--- src/rtl/usrt_pkg.sv ---
// usrt_pkg: parity mode constants, receiver FSM states and the parity helper shared by the USRT blocks
package usrt_pkg;
  localparam int PAR_NONE = 0;
  localparam int PAR_EVEN = 1;
  localparam int PAR_ODD  = 2;
  typedef enum logic [2:0] {S_IDLE, S_DATA, S_PARITY, S_STOP, S_BREAK} usrt_rx_state_t;
  function automatic logic usrt_parity(input logic [8:0] data, input int mode);
    return mode == PAR_ODD ? ~^data : ^data;
  endfunction
endpackage

--- src/rtl/usrt_rx_hold.sv ---
// usrt_rx_hold: single-entry valid/ready word holder; clk, rst, load/data in, ready in, valid/q/overrun out
module usrt_rx_hold #(
  parameter int W = 8
) (
  input  logic         clk,
  input  logic         rst,
  input  logic         load,
  input  logic [W-1:0] data,
  input  logic         ready,
  output logic         valid,
  output logic [W-1:0] q,
  output logic         overrun
);
  always_ff @(posedge clk)
    if (rst) begin
      valid   <= 1'b0;
      q       <= '0;
      overrun <= 1'b0;
    end else begin
      overrun <= load & valid & ~ready;
      valid   <= load | (valid & ~ready);
      if (load & (~valid | ready)) q <= data;
    end
endmodule

--- src/rtl/usrt_rx_frame.sv ---
// usrt_rx_frame: bit-enabled start/data/parity/stop deserialiser; i_Bit_En/i_Rx_Serial/i_Rx_Ready in, word + DV + error pulses out
module usrt_rx_frame
  import usrt_pkg::*;
#(
  parameter int DATA_BITS   = 8,
  parameter int PARITY_MODE = 0,
  parameter int STOP_BITS   = 1,
  parameter int LSB_FIRST   = 1
) (
  input  logic                 i_Clock,
  input  logic                 i_Reset,
  input  logic                 i_Bit_En,
  input  logic                 i_Rx_Serial,
  input  logic                 i_Rx_Ready,
  output logic                 o_Rx_DV,
  output logic [DATA_BITS-1:0] o_Rx_Data,
  output logic                 o_Parity_Err,
  output logic                 o_Frame_Err,
  output logic                 o_Overrun
);
  if (DATA_BITS < 5 || DATA_BITS > 9 || PARITY_MODE < PAR_NONE || PARITY_MODE > PAR_ODD ||
      (STOP_BITS != 1 && STOP_BITS != 2) || (LSB_FIRST != 0 && LSB_FIRST != 1)) begin : g_bad_params
    $error("usrt_rx_frame: illegal parameter combination");
  end
  usrt_rx_state_t state, next;
  logic [3:0] bit_cnt;
  logic stop_cnt;
  logic par_err;
  logic [DATA_BITS-1:0] shreg;
  logic deliver, perr, ferr;
  always_comb begin
    next    = state;
    deliver = 1'b0;
    perr    = 1'b0;
    ferr    = 1'b0;
    if (i_Bit_En)
      case (state)
        S_IDLE:   next = i_Rx_Serial ? S_IDLE : S_DATA;
        S_DATA:   next = bit_cnt != 4'(DATA_BITS - 1) ? S_DATA : PARITY_MODE != PAR_NONE ? S_PARITY : S_STOP;
        S_PARITY: next = S_STOP;
        S_STOP:
          if (!i_Rx_Serial) begin
            ferr = 1'b1;
            next = S_BREAK;
          end else if (stop_cnt == 1'(STOP_BITS - 1)) begin
            perr    = par_err;
            deliver = ~par_err;
            next    = S_IDLE;
          end
        S_BREAK:  next = i_Rx_Serial ? S_IDLE : S_BREAK;
        default:  next = S_IDLE;
      endcase
  end
  // The assembly register shifts toward the first-bit end so the word is in place after the last data bit.
  always_ff @(posedge i_Clock)
    if (i_Reset) begin
      state        <= S_IDLE;
      bit_cnt      <= '0;
      stop_cnt     <= 1'b0;
      par_err      <= 1'b0;
      shreg        <= '0;
      o_Parity_Err <= 1'b0;
      o_Frame_Err  <= 1'b0;
    end else begin
      state        <= next;
      o_Parity_Err <= perr;
      o_Frame_Err  <= ferr;
      if (i_Bit_En) begin
        bit_cnt  <= state == S_DATA && next == S_DATA ? bit_cnt + 4'd1 : '0;
        stop_cnt <= state == S_STOP && next == S_STOP ? stop_cnt + 1'b1 : 1'b0;
        par_err  <= state == S_PARITY ? i_Rx_Serial != usrt_parity(9'(shreg), PARITY_MODE) :
                    state == S_IDLE ? 1'b0 : par_err;
        if (state == S_DATA)
          shreg <= LSB_FIRST != 0 ? {i_Rx_Serial, shreg[DATA_BITS-1:1]} : {shreg[DATA_BITS-2:0], i_Rx_Serial};
      end
    end
  usrt_rx_hold #(.W(DATA_BITS)) u_hold (
    .clk     (i_Clock),
    .rst     (i_Reset),
    .load    (deliver),
    .data    (shreg),
    .ready   (i_Rx_Ready),
    .valid   (o_Rx_DV),
    .q       (o_Rx_Data),
    .overrun (o_Overrun)
  );
endmodule

--- config.mk ---
export PLATFORM = sky130hd
export DESIGN_NAME = usrt_rx_frame
export DESIGN_NICKNAME = d
export VERILOG_FILES = /design/src/rtl/usrt_pkg.sv /design/src/rtl/usrt_rx_hold.sv /design/src/rtl/usrt_rx_frame.sv
export SDC_FILE = /design/constraint.sdc
export NUM_CORES = 1
export LEC_CHECK = 0
export ABC_AREA = 1
export ABC_CLOCK_PERIOD_IN_PS = 1700
export CORE_ASPECT_RATIO = 1.75
export CORE_MARGIN = 3
export CORE_UTILIZATION = 49
export CTS_CLUSTER_DIAMETER = 60
export DETAILED_ROUTE_END_ITERATION = 8
export GPL_ROUTABILITY_DRIVEN = 0
export GPL_TIMING_DRIVEN = 0
export PLACE_DENSITY_LB_ADDON = 0.25
export SLEW_MARGIN = 20
export SYNTH_ARGS = -nofsm -noshare
export SYNTH_HDL_FRONTEND = slang
export SYNTH_HIERARCHICAL = 1
export SYNTH_SLANG_ARGS = --single-unit
--- constraint.sdc ---
create_clock -name i_Clock -period 1.7 [get_ports i_Clock]
set_input_delay 0.51 -clock i_Clock [delete_from_list [all_inputs] [get_ports i_Clock]]
set_output_delay 0.51 -clock i_Clock [all_outputs]
set_load 0.01 [all_outputs]
==> results.json, run 1 <==
{
  "r2r_end": "u_hold/q[5]",
  "synth.avg_cell_area_um2": 6.95,
  "edf_count": 0,
  "setup_tns_ns": 0,
  "fp_nets": 219,
  "nets": 241,
  "top_layer_used": "met4",
  "netlist.area_leader.share": 0.392,
  "seq_cells": 29,
  "largestClassByArea": "multi-input combinational cells",
  "top_area_cell": "dfxtp_1",
  "diodes": 0,
  "intPower_mw": 1.24,
  "dr.pass1.iters": 4,
  "n_tap_cell": 27,
  "final_common_cell": "nand2_1",
  "place_ws_ns": -0.472,
  "final_cell_mix": "nand2_1 (49), dfxtp_1 (28), inv_1 (26)",
  "cp_num_cells": 1,
  "max_clock_freq_mhz": 608,
  "logic_gate_count": 144,
  "grt_max_degree": 11,
  "grt.busiest_layer": "met2",
  "status": "finished clean",
  "clkbuf_count": 7,
  "core-area_um2": 2780,
  "nFillCells": 258,
  "ys_seq_elements": 29,
  "cpPeakStageDelay_ns": 0.53,
  "p_per_area_nw_per_um2": 908,
  "crit_chain": "clkdlybuf4s50_1",
  "clock_power_share": 0.448,
  "common_cells": "nand2_1 (49), dfxtp_1 (29), inv_1 (26)"
}
-- run 1: registers in the layout (all words and copies together) (netlist names) --
name,count
par_err,1
u_hold/valid,1
o_Parity_Err,1
stop_cnt,1
state,3
o_Frame_Err,1
u_hold/overrun,1
shreg,8
u_hold/q,8
bit_cnt,4
-- run 1: worst min-delay path: stages (launching register included) --
cell and delay, ns:
dfxtp_1 0.32, a21oi_1 0.04, nor2_1 0.08
-- run 1: power by group through the flow --
stage	Clock, mW	Combinational (mW)	Sequential [mW]
4_1_cts	0.753	0.182	0.718
2_1_floorplan	0	0.145	0.727
6_report	0.730	0.181	0.718
5_1_grt	0.784	0.212	0.720
3_3_place_gp	0	0.180	0.732
3_5_place_dp	0	0.182	0.733
Run 1, metal 1:
Supply wires on this layer in grey.
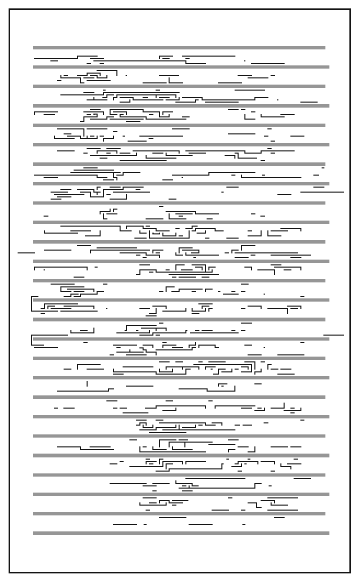
- nets with wire on the layer: 217
- share of all routed wire: 40%
via count: 1325
GR met1 Demand/Resource: 0.168
final WL: 2880 um

Run 1, met2 routing:
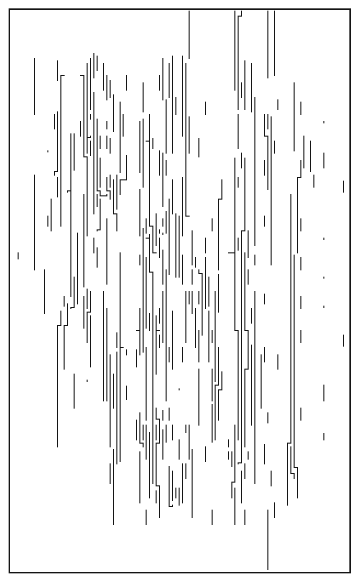
- nets with wire on the layer: 191
- wire length on this layer: 1540 um
- main direction: vertical
- longest straight run: 34.8 um
- share of all routed wire: 53%
GRT met2 Usage: 0.312

Run 1, M3 wires:
Scale bar: 10 um. Cells faint in the background.
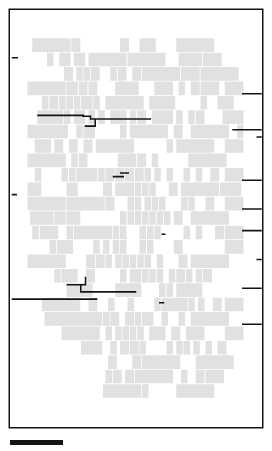
- wire length on this layer: 90.5 um
- nets with wire on the layer: 14
- longest straight run: 15.9 um
- share of all routed wire: 3.2%
met3 Use GR: 0.0544

Run 1, clock nets:
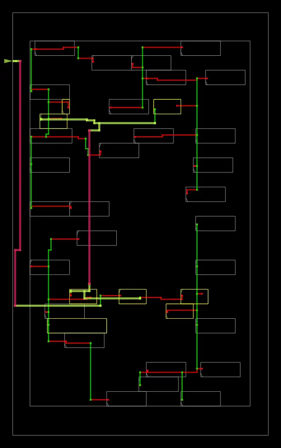
setup clock skew after layout: 0.00602 ns
clk sinks: 29

## Run 2: what changed since run 1
Settings changed: RECOVER_POWER set to 50.
==> run 2 against run 1 <==
Compared with the run above: synthesized cell count unchanged; combinational power about the same; critical path depth unchanged; clock skew about the same; clock power about the same; register-to-register slack better by 0.02 ns; clock-buffer cell count unchanged; utilization down 0.31 points; cell count unchanged; wire length down 0.17%; global-route usage unchanged; die area unchanged; critical endpoint unchanged.
==> results.json, run 2 <==
{
  "p_per_area_nw_per_um2": 913,
  "grt_max_degree": 11,
  "r2r_end": "u_hold/q[5]",
  "nFillCells": 260,
  "use_met2": 0.312,
  "dr.pass1.iters": 4,
  "largestRegisters": "shreg: 8 flops, u_hold/q: 8 flops, bit_cnt: 4 flops",
  "diodes": 0,
  "cp_num_cells": 1,
  "wirelength_um": 2870,
  "grtUsageMet1": 0.168,
  "start_kind": "flop",
  "top_area_cell": "dfxtp_1",
  "ys_seq_elements": 29,
  "status": "finished clean",
  "final_cell_mix": "nand2_1 (50), dfxtp_1 (28), inv_1 (26)",
  "edf_count": 0,
  "use_met3": 0.0544,
  "clock-sinks": 29,
  "place_ws_ns": -0.472,
  "top_layer_used": "met4",
  "vias": 1331,
  "max_clock_freq_mhz": 608,
  "utilization": 0.641,
  "common_cells": "nand2_1 (49), dfxtp_1 (29), inv_1 (26)",
  "fp_nets": 219,
  "cts_max_level": 2,
  "ys_warn_count": 6,
  "grt.busiest_layer": "met2",
  "cpPeakStageDelay_ns": 0.53
}
run 2: cell counts after synthesis:
No cell type changed its count.
run 2: area by class of cell:
| cell class | instances | area share |
|---|---|---|
| plain buffers | 6 | 0.0371 |
| clock inverters | 1 | 0.0168 |
| clock buffers | 7 | 0.0484 |
| well taps | 27 | 0.0189 |
| multi-input cells | 144 | 0.399 |
| inverters | 34 | 0.0715 |
| flip-flops and latches | 29 | 0.326 |
| repair buffers | 15 | 0.0827 |
run 2: timing repair:
item                                    4_1_cts  5_1_grt
resized                                       2        6
endpoints found under the setup margin       11       23
pin swaps                                     0        0
run 2: report_power, final:
part | total (mW) | switching (mW) | internal [mW] | leakage [nW]
registers | 0.718 | 0.0215 | 0.696 | 0.235
logic | 0.180 | 0.113 | 0.0675 | 0.471
clock network | 0.733 | 0.256 | 0.477 | 0.0585
Run 2, clock nets:
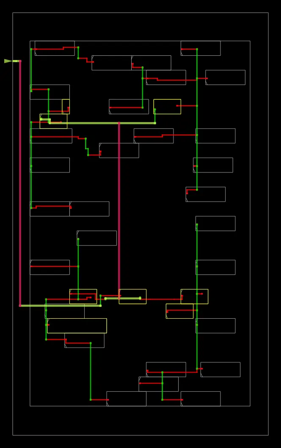
setup clock skew after layout: 0.00625 ns
CTS Buf Count: 5
Clock Power: 0.733 mW
flop count: 29
CLK BUF: 7

Run 2, metal 1:
Supply wires on this layer in grey.
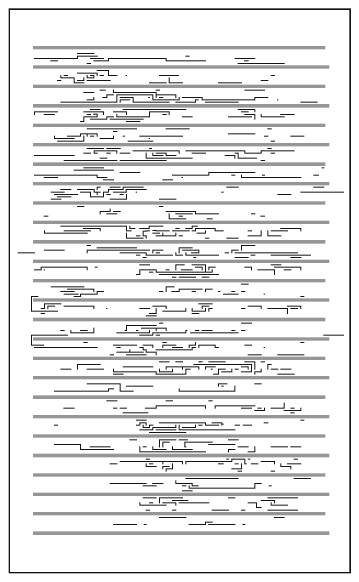
- main direction: horizontal
- wire length on this layer: 1150 um
- longest straight run: 9.20 um

Run 2, gate-type map:
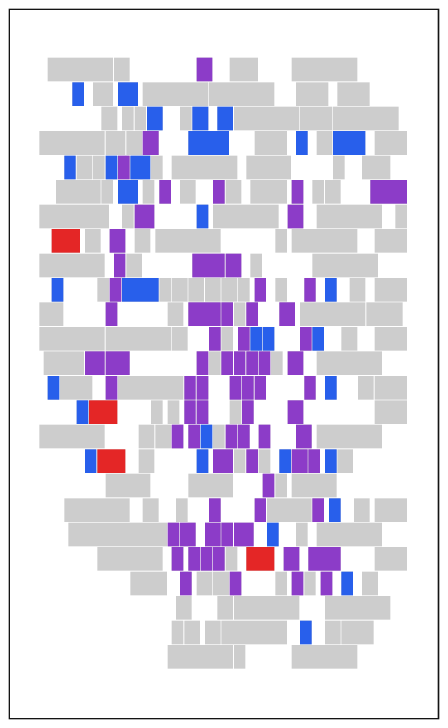
- NAND gates: purple (cells 72)
- NOR gates: blue (cells 31)
- XOR/XNOR gates: red (cells 4)
Comb area share: 0.399
most numerous logic cell after layout: nand2_1

## Run 3: what changed since run 2
Settings changed: CORE_UTILIZATION 49 to 55, CTS_CLUSTER_SIZE set to 10, DONT_BUFFER_PORTS set to 1, GPL_TIMING_DRIVEN 0 to unset.
==> run 3 against run 2 <==
Compared with the run above: total power shrank 8.0%; critical path type is now reg -> reg; register-to-register slack got worse by 0.09 ns; worst hold slack worse by 0.19 ns.
==> results.json, run 3 <==
{
  "pg_comb_mw": 0.162,
  "clock_power_share": 0.413,
  "ys_warn_count": 6,
  "signal_buffers": 6,
  "p_switching_mw": 0.379,
  "dr.pass1.iters": 4,
  "p_comb_frac": 0.108,
  "clock-sinks": 29,
  "clk_share": 0.0624,
  "use_met3": 0.0550,
  "p_seq_mw": 0.719,
  "clock_power_mw": 0.619,
  "ys_seq_elements": 29,
  "largestClassByArea": "multi-input combinational cells",
  "setup_tns_ns": 0,
  "inv_count": 34,
  "status": "finished clean",
  "nonClkBufAreaFrac": 0.0247,
  "clkbuf_count": 7,
  "grt_max_degree": 19,
  "seq_cells": 29,
  "fp_nets": 219,
  "netlist.area_leader.share": 0.392,
  "top_area_cell": "dfxtp_1",
  "common_cells": "nand2_1 (49), dfxtp_1 (29), inv_1 (26)",
  "top_layer_used": "met4",
  "power.share.sequential": 0.479,
  "synth.avg_cell_area_um2": 6.95,
  "power_leader": "registers",
  "clock_skew_ns": 0.00424,
  "diodes": 0,
  "final_common_cell": "nand2_1",
  "core-area_um2": 2520,
  "start_kind": "flop",
  "place_ws_ns": 0.121
}
run 3: critical path, stage by stage (launching register included):
cell and delay (ns):
dfxtp_2 0.34, inv_2 0.06, nand2_2 0.07, nor2_4 0.13
inv_2 0.06, nor2_4 0.11, inv_2 0.06, nor4_4 0.26
buf_2 0.24, inv_2 0.05, nor3_2 0.16
run 3: kinds of logic (layout without fill, tap and decap cells):
group / after synthesis / after routing
and+or+nand+nor: 104 / 104
xor gates and xnor gates: 4 / 4
muxes: 1 / 1
DFF: 29 / 29
adders and majority gates: 1 / 1
AOI/OAI and AO/OA: 34 / 34
buffers and inverters: 40 / 48
run 3: through the flow:
stage	util	instances
6_report	0.644	247
5_1_grt	0.644	247
4_1_cts	0.620	242
3_5_place_dp	0.579	234
3_3_place_gp	0.579	234
2_1_floorplan	-	213
Run 3, M3 wires:
Scale bar: 10 um. Cells faint in the background.
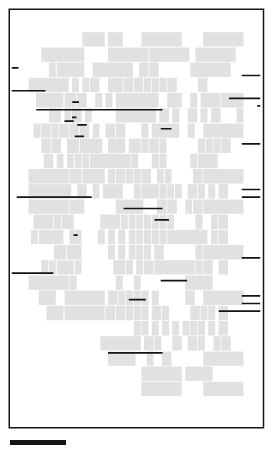
- main direction: horizontal
- nets with wire on the layer: 21
- wire length on this layer: 116 um
- longest straight run: 22.3 um

Run 3, gate-type map:
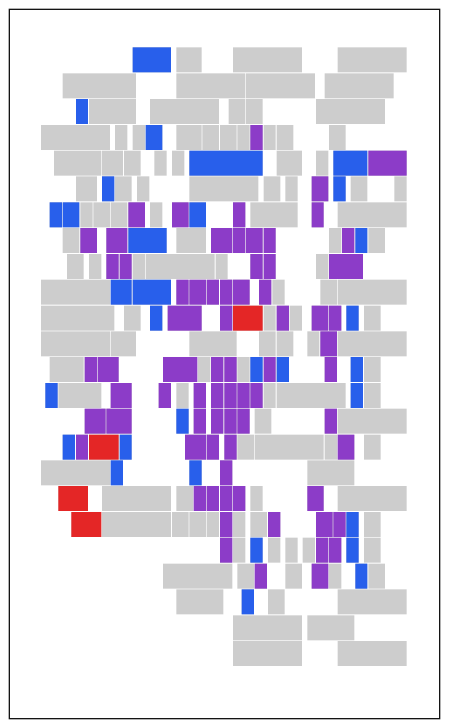
- NAND gates: purple (cells 72)
- XOR/XNOR gates: red (cells 4)
- NOR gates: blue (cells 31)
final std cells w/o fill: 247
Comb area share: 0.455

Run 3, met2 routing:
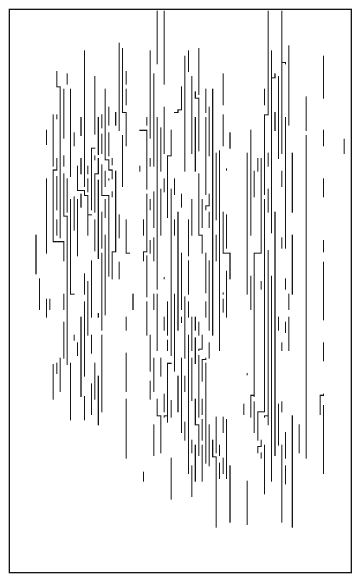
- longest straight run: 42.8 um
- main direction: vertical
GRT met2 Usage: 0.352
final WL: 2900 um
via count: 1317

No activity file was given, so power comes from the tool's default toggle rates.
